`src/rtl/pixel_window_gen.sv`:
```
`timescale 1ns/1ps
`default_nettype none
// ============================================================================
// Module   : pixel_window_gen
// Brief    : Converts a raster-order pixel stream into every valid (unpadded)
//            K x K window, emitted as a flat KERNEL_SIZE-pixel vector with the
//            window's top-left row/column and a last-window-of-frame flag.
//            K-1 image lines are buffered internally; one output register
//            stage with a combinational ready path.
// Revision : 1.0 - initial release
// ============================================================================
module pixel_window_gen #(
    parameter int BIT_WIDTH   = 8,
    parameter int K           = 3,
    parameter int KERNEL_SIZE = K * K,
    parameter int IMG_W       = 28,
    parameter int IMG_H       = 28
) (
    input  logic                              clk,
    input  logic                              rst_n,
    input  logic                              in_valid,
    output logic                              in_ready,
    input  logic                              in_sof,
    input  logic [BIT_WIDTH-1:0]              in_pixel,
    output logic                              out_valid,
    input  logic                              out_ready,
    output logic [KERNEL_SIZE*BIT_WIDTH-1:0]  out_window,
    output logic [$clog2(IMG_H)-1:0]          out_row,
    output logic [$clog2(IMG_W)-1:0]          out_col,
    output logic                              out_last
);

    localparam int XW = $clog2(IMG_W);
    localparam int YW = $clog2(IMG_H);

    // Last column/row of the image and the first position that completes a window
    localparam logic [XW-1:0] C_X_MAX  = XW'(IMG_W - 1);
    localparam logic [YW-1:0] C_Y_MAX  = YW'(IMG_H - 1);
    localparam logic [XW-1:0] C_X_EDGE = XW'(K - 1);
    localparam logic [YW-1:0] C_Y_EDGE = YW'(K - 1);

    // ------------------------------------------------------------------------
    // State
    // ------------------------------------------------------------------------
    logic [XW-1:0]                     x_q, x_d;
    logic [YW-1:0]                     y_q, y_d;
    logic [BIT_WIDTH-1:0]              window_q [K][K];
    logic [BIT_WIDTH-1:0]              window_d [K][K];
    // linebuf_q[0] holds the most recent line, linebuf_q[K-2] the oldest
    logic [BIT_WIDTH-1:0]              linebuf_q [K-1][IMG_W];
    logic [BIT_WIDTH-1:0]              linebuf_d [K-1];

    logic                              out_valid_q, out_valid_d;
    logic [KERNEL_SIZE*BIT_WIDTH-1:0]  out_window_q, out_window_d;
    logic [YW-1:0]                     out_row_q, out_row_d;
    logic [XW-1:0]                     out_col_q, out_col_d;
    logic                              out_last_q, out_last_d;

    // ------------------------------------------------------------------------
    // Combinational helpers
    // ------------------------------------------------------------------------
    logic                              accept;
    logic                              emit;
    logic [XW-1:0]                     cur_x;
    logic [YW-1:0]                     cur_y;
    logic [BIT_WIDTH-1:0]              col_new [K];

    // A stalled output window blocks new input so nothing is overwritten
    assign in_ready = !out_valid_q || out_ready;
    assign accept   = in_valid && in_ready;

    // Position of the pixel being accepted; SOF forces (0,0) and resyncs counters
    always_comb begin
        cur_x = in_sof ? '0 : x_q;
        cur_y = in_sof ? '0 : y_q;
        x_d   = x_q;
        y_d   = y_q;
        if (accept) begin
            if (cur_x == C_X_MAX) begin
                x_d = '0;
                y_d = (cur_y == C_Y_MAX) ? '0 : cur_y + 1'b1;
            end else begin
                x_d = cur_x + 1'b1;
                y_d = cur_y;
            end
        end
    end

    // New right-hand window column: oldest buffered line on top, live pixel at bottom
    always_comb begin
        for (int r = 0; r < K - 1; r++) begin
            col_new[r] = linebuf_q[K-2-r][cur_x];
        end
        col_new[K-1] = in_pixel;
    end

    // Column of data to write back into the line buffers (each line moves up one)
    always_comb begin
        linebuf_d[0] = in_pixel;
        for (int r = 1; r < K - 1; r++) begin
            linebuf_d[r] = linebuf_q[r-1][cur_x];
        end
    end

    // Window shift: every row moves one column left, new column enters on the right
    always_comb begin
        window_d = window_q;
        if (accept) begin
            for (int r = 0; r < K; r++) begin
                for (int c = 0; c < K - 1; c++) begin
                    window_d[r][c] = window_q[r][c+1];
                end
                window_d[r][K-1] = col_new[r];
            end
        end
    end

    // A window is complete once the accepted pixel is at least K-1 rows and columns in
    assign emit = accept && (cur_x >= C_X_EDGE) && (cur_y >= C_Y_EDGE);

    // Output stage: load on emit, hold while stalled, drop valid once taken
    always_comb begin
        out_valid_d  = emit || (out_valid_q && !out_ready);
        out_window_d = out_window_q;
        out_row_d    = out_row_q;
        out_col_d    = out_col_q;
        out_last_d   = out_last_q;
        if (emit) begin
            for (int r = 0; r < K; r++) begin
                for (int c = 0; c < K; c++) begin
                    out_window_d[(r*K+c)*BIT_WIDTH +: BIT_WIDTH] = window_d[r][c];
                end
            end
            out_row_d  = cur_y - C_Y_EDGE;
            out_col_d  = cur_x - C_X_EDGE;
            out_last_d = (cur_x == C_X_MAX) && (cur_y == C_Y_MAX);
        end
    end

    // ------------------------------------------------------------------------
    // Registers
    // ------------------------------------------------------------------------

    // Counters, window array and output stage with asynchronous reset
    always_ff @(posedge clk or negedge rst_n) begin
        if (!rst_n) begin
            x_q          <= '0;
            y_q          <= '0;
            out_valid_q  <= 1'b0;
            out_window_q <= '0;
            out_row_q    <= '0;
            out_col_q    <= '0;
            out_last_q   <= 1'b0;
            for (int r = 0; r < K; r++) begin
                for (int c = 0; c < K; c++) begin
                    window_q[r][c] <= '0;
                end
            end
        end else begin
            x_q          <= x_d;
            y_q          <= y_d;
            out_valid_q  <= out_valid_d;
            out_window_q <= out_window_d;
            out_row_q    <= out_row_d;
            out_col_q    <= out_col_d;
            out_last_q   <= out_last_d;
            window_q     <= window_d;
        end
    end

    // Line buffers need no reset: rows younger than K-1 lines are never emitted
    always_ff @(posedge clk) begin
        if (accept) begin
            for (int r = 0; r < K - 1; r++) begin
                linebuf_q[r][cur_x] <= linebuf_d[r];
            end
        end
    end

    assign out_valid  = out_valid_q;
    assign out_window = out_window_q;
    assign out_row    = out_row_q;
    assign out_col    = out_col_q;
    assign out_last   = out_last_q;

endmodule
`default_nettype wire

```
`config.mk`:
```
export PLATFORM = sky130hd
export DESIGN_NAME = pixel_window_gen
export DESIGN_NICKNAME = d
export VERILOG_FILES = /design/src/rtl/pixel_window_gen.sv
export SDC_FILE = /design/constraint.sdc
export NUM_CORES = 1
export LEC_CHECK = 0
export CAP_MARGIN = 15
export CORE_ASPECT_RATIO = 0.8
export CORE_UTILIZATION = 50
export CTS_CLUSTER_SIZE = 40
export DETAILED_ROUTE_END_ITERATION = 6
export GPL_ROUTABILITY_DRIVEN = 1
export MAX_ROUTING_LAYER = met4
export PLACE_DENSITY_LB_ADDON = 0.2
export SETUP_SLACK_MARGIN = 0.05
export SLEW_MARGIN = 20
export SYNTH_ARGS = -nofsm -noshare
export SYNTH_HDL_FRONTEND = slang
export SYNTH_SLANG_ARGS = --single-unit
```
`constraint.sdc`:
```
create_clock -name clk -period 4.5 [get_ports clk]
set_clock_uncertainty 0.05 [all_clocks]
set_input_delay 1.35 -clock clk [delete_from_list [all_inputs] [get_ports clk]]
set_output_delay 1.35 -clock clk [all_outputs]
set_load 0.1 [all_outputs]
```
==> images/clock_wires.png <==
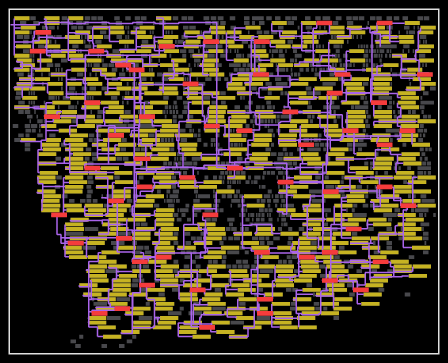
[clock wires] purple | length: 6,710 um
[clock-net drivers] red | count: 57
[flip-flops] yellow | count: 614
flops lie: spread over the die

==> images/gates.png <==
The bar under the picture is 50 um long.
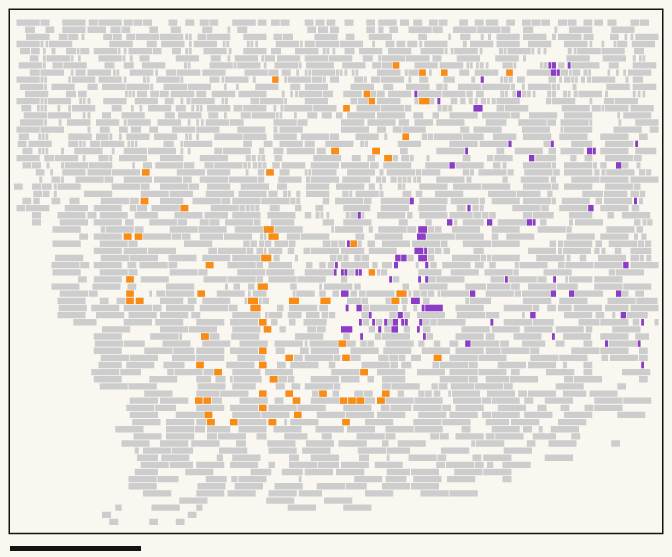
| family | colour | cells |
|---|---|---|
| non-inverting ao/oa cells | orange | 68 |
| nor cells | purple | 84 |
most frequent logic cell in the layout: edfxtp_1
Comb area share: 22.0%
Layout Cells excl Fill: 2,363

==> impl_metrics.toml <==
# yosys + openroad results
[critical_path]
cp_slowest_cell = "clkdlybuf4s50_1"
timing.rr.start = "x_q[2]"
crit_chain = "clkdlybuf4s50_1 > nand2b_1 > buf_12"
crit_fanout = 6
rr_endpoint = "out_window[23]"
cp.arrival_ns = 2.33
worst-path-buf-inv = 2
crit_family = "buffers and inverters"
ff2ff_setup_slack_ns = 0.83
reg2reg_depth = 7
cp-end-kind = "output port"
cp.required_ns = 3.10
slowest_delay_ns = 0.44
start_kind = "primary input"
critPathKind = "in -> out"

[synth]
edf_count = 448
synth-async-reset-ratio_pct = 27.0
yosys.area.top_type_share_pct = 55.3
syn_inst = 1531
ys_top_cells_by_area = "edfxtp_1 (55%), dfrtp_1 (17%), mux2_2 (4.5%)"
syn_avg_cell_area_um2 = 15.9
top_area_cell = "edfxtp_1"
synth-seq-cells = 614
yosysUniqueCellTypes = 63
ys_cells = 1531
syn_nets = 1545
ys_warn_count = 0
synth-main-ff-cell = "edfxtp_1"
synth_chip_area_um2 = 24300
netlist_area_um2 = 24300
ys_seq_share_pct = 72.4

[sta]
relSlewSlack_pct = 24.8
setup_ws_ns = 0.769
max_freq_ghz = 0.268
layout_min_cycle_time_ns = 3.73
worstMarginPinSlew_ns = 1.12
hold_violations = 0
tns_ns = 0
finalSetupViolCount = 0
rsz0062_at_grt = "no"
timing.final.crit_share_pct = 82.9
worst_hold_slack_ns = 0.419
slew_viol_final = 0

[final_layout]
fin_util_pct = 59.8
mostFrequentLayoutCells = "edfxtp_1 (448), nand2_1 (211), dfrtp_1 (164), buf_4 (100), mux2_2 (97)"
fin_nets = 1710
final_layout_size_suffix_gt1_share_pct = 21.0
syn_to_final_growth_pct = 16.7
n_antenna_cell = 0

[floorplanning]
chipHeight_um = 199
fp.dieW_um = 249
pin_count = 98
core_util_floorplan_pct = 51.2
core-area_um2 = 47500
dieArea_um2 = 49600
rows = 71

[run]
drv_cap = 0
warnings = 28

[clocking]
cts_resized = 0
cts_max_path_buffers = 3
ctsHoldBuffers = 0
cts_tree = "yes"
cts.sinks = 614
clk_latency_ns = 0.64
htreeDepth = 2
post_cts_buffers = 0
clk_root_buffer_cell = "clkbuf_16"
clk_pin_slew_ns = 0.06
cts_buffers = 57

[placed_design]
place_inst = 2257
gp_congestion = 0.890
portBuffers = 97
hpwlAfterDp_um = 37300
pre_cts_slack_ns = 0.249

[global_routing]
antenna_found_initial = 2
grt_pass1_vias = 13900
grt-ovfl-total = 0
grt.total_usage_pct = 25.0
grt_max_degree = 111
grt_pass1_wl_um = 88700

[routing]
drtPass1Iterations = 7
ant_nets = 0
drc = 17
route.vias.total = 14000
drt_iter0_markers = 1566
via_per_inst = 5.93
wl_per_cell_um = 24.8
wl_um = 58700

[hold_path]
worstHoldStart = "window_q[70]"
hold_depth = 2
worst_hold_path_type = "reg -> reg"
hold_end = "window_q[70]"

[outcome]
status = "finished with violations"
violations = "DRC"

[pwr]
p_leak_uw = 0.0107
power-per-cell-area_nw_per_um2 = 468
vdd_drop_max_v = 0.000314
layout make-up:
type	count	area, um2
Clock buffer	70	1510
Clock inverter	36	349
Fill cell	3581	19100
Inverter	7	26.3
Multi-Input combinational cell	812	6260
Sequential cell	614	17600
Tap cell	620	776
Timing Repair Buffer	204	1870
logic make-up after synthesis:
kind of cell	count (synthesis)	synth area share, %
AOI/OAI and AO/OA	213	6.96
xor gates and xnor gates	3	0.108
adders and majority gates	1	0.0514
buffers and inverters	105	2.06
DFF	614	72.4
muxes	224	11.3
and+or+nand+nor	371	7.12
report_power, final:
part	internal [uW]	leakage, uW	total (uW)	switching, uW
logic	584	0.00358	1860	1270
registers	6450	0.00620	6640	182
clock network	2730	0.000917	4790	2070
routing by layer:
layer	global-route usage, %	routed length [um]	up-vias
met1	36.7	26700	7274
met3	4.56	4530	56
met2	36.5	26700	512
li1	-	-	6164
met4	5.66	820	0
met5	-	0	-
cell usage after synthesis, types with 3 or more instances:
master,count
o221ai_2,8
nand2_1,213
a22oi_1,23
nand2b_1,27
o22a_1,15
a22o_1,31
clkbuf_1,43
a222oi_1,16
a2111oi_1,4
xnor2_1,3
o221a_2,10
buf_4,7
a2111oi_2,4
inv_1,5
nor3_1,8
o2111ai_1,7
o21a_1,8
and3b_1,3
buf_2,33
mux2_2,97
buf_1,9
a21oi_1,30
mux4_2,31
nor2b_1,20
dfrtp_1,166
edfxtp_1,448
nand3_1,7
nand3b_1,25
a2111oi_0,9
o21ai_0,35
mux2i_1,94
nor2_1,48
buf_6,5
a21o_1,3
worst register-to-register path: cells and delay by family, from the launching register on:
family / cells / cell delay (ns)
buffers and inverters: 2 / 0.61
AND-OR/OR-AND: 3 / 1.19
multiplexers: 1 / 0.35
AND/OR/NAND/NOR: 1 / 0.35
flip-flops: 1 / 1.01
per-stage QoR:
stage / cell area [um2] / power (uW)
2_1_floorplan: 24300 / 7920
3_3_place_gp: 26500 / 8570
3_5_place_dp: 26500 / 8600
4_1_cts: 28400 / 13400
5_1_grt: 28400 / 13700
6_report: 28400 / 13300
sequential cells by signal, summed over array words and instances (netlist names):
name / flops
out_row: 5
y_q: 5
out_valid: 1
linebuf_q: 448
window_q: 72
out_window: 72
out_last: 1
out_col: 5
x_q: 5
how the worst max path moves through the flow:
stage	from	endpoint	slack [ns]	cells past startpoint
final	out_ready	in_ready	0.77	3
after global routing	x_q[2]	out_window[23]	0.59	7
after CTS	out_ready	in_ready	0.77	3
after detailed placement	in_sof	out_window[23]	0.25	7
after global placement	in_sof	out_window[23]	0.28	7
after floorplan	out_ready	linebuf_q[0][184]	0.31	8
No activity file was given, so power comes from the tool's default toggle rates.
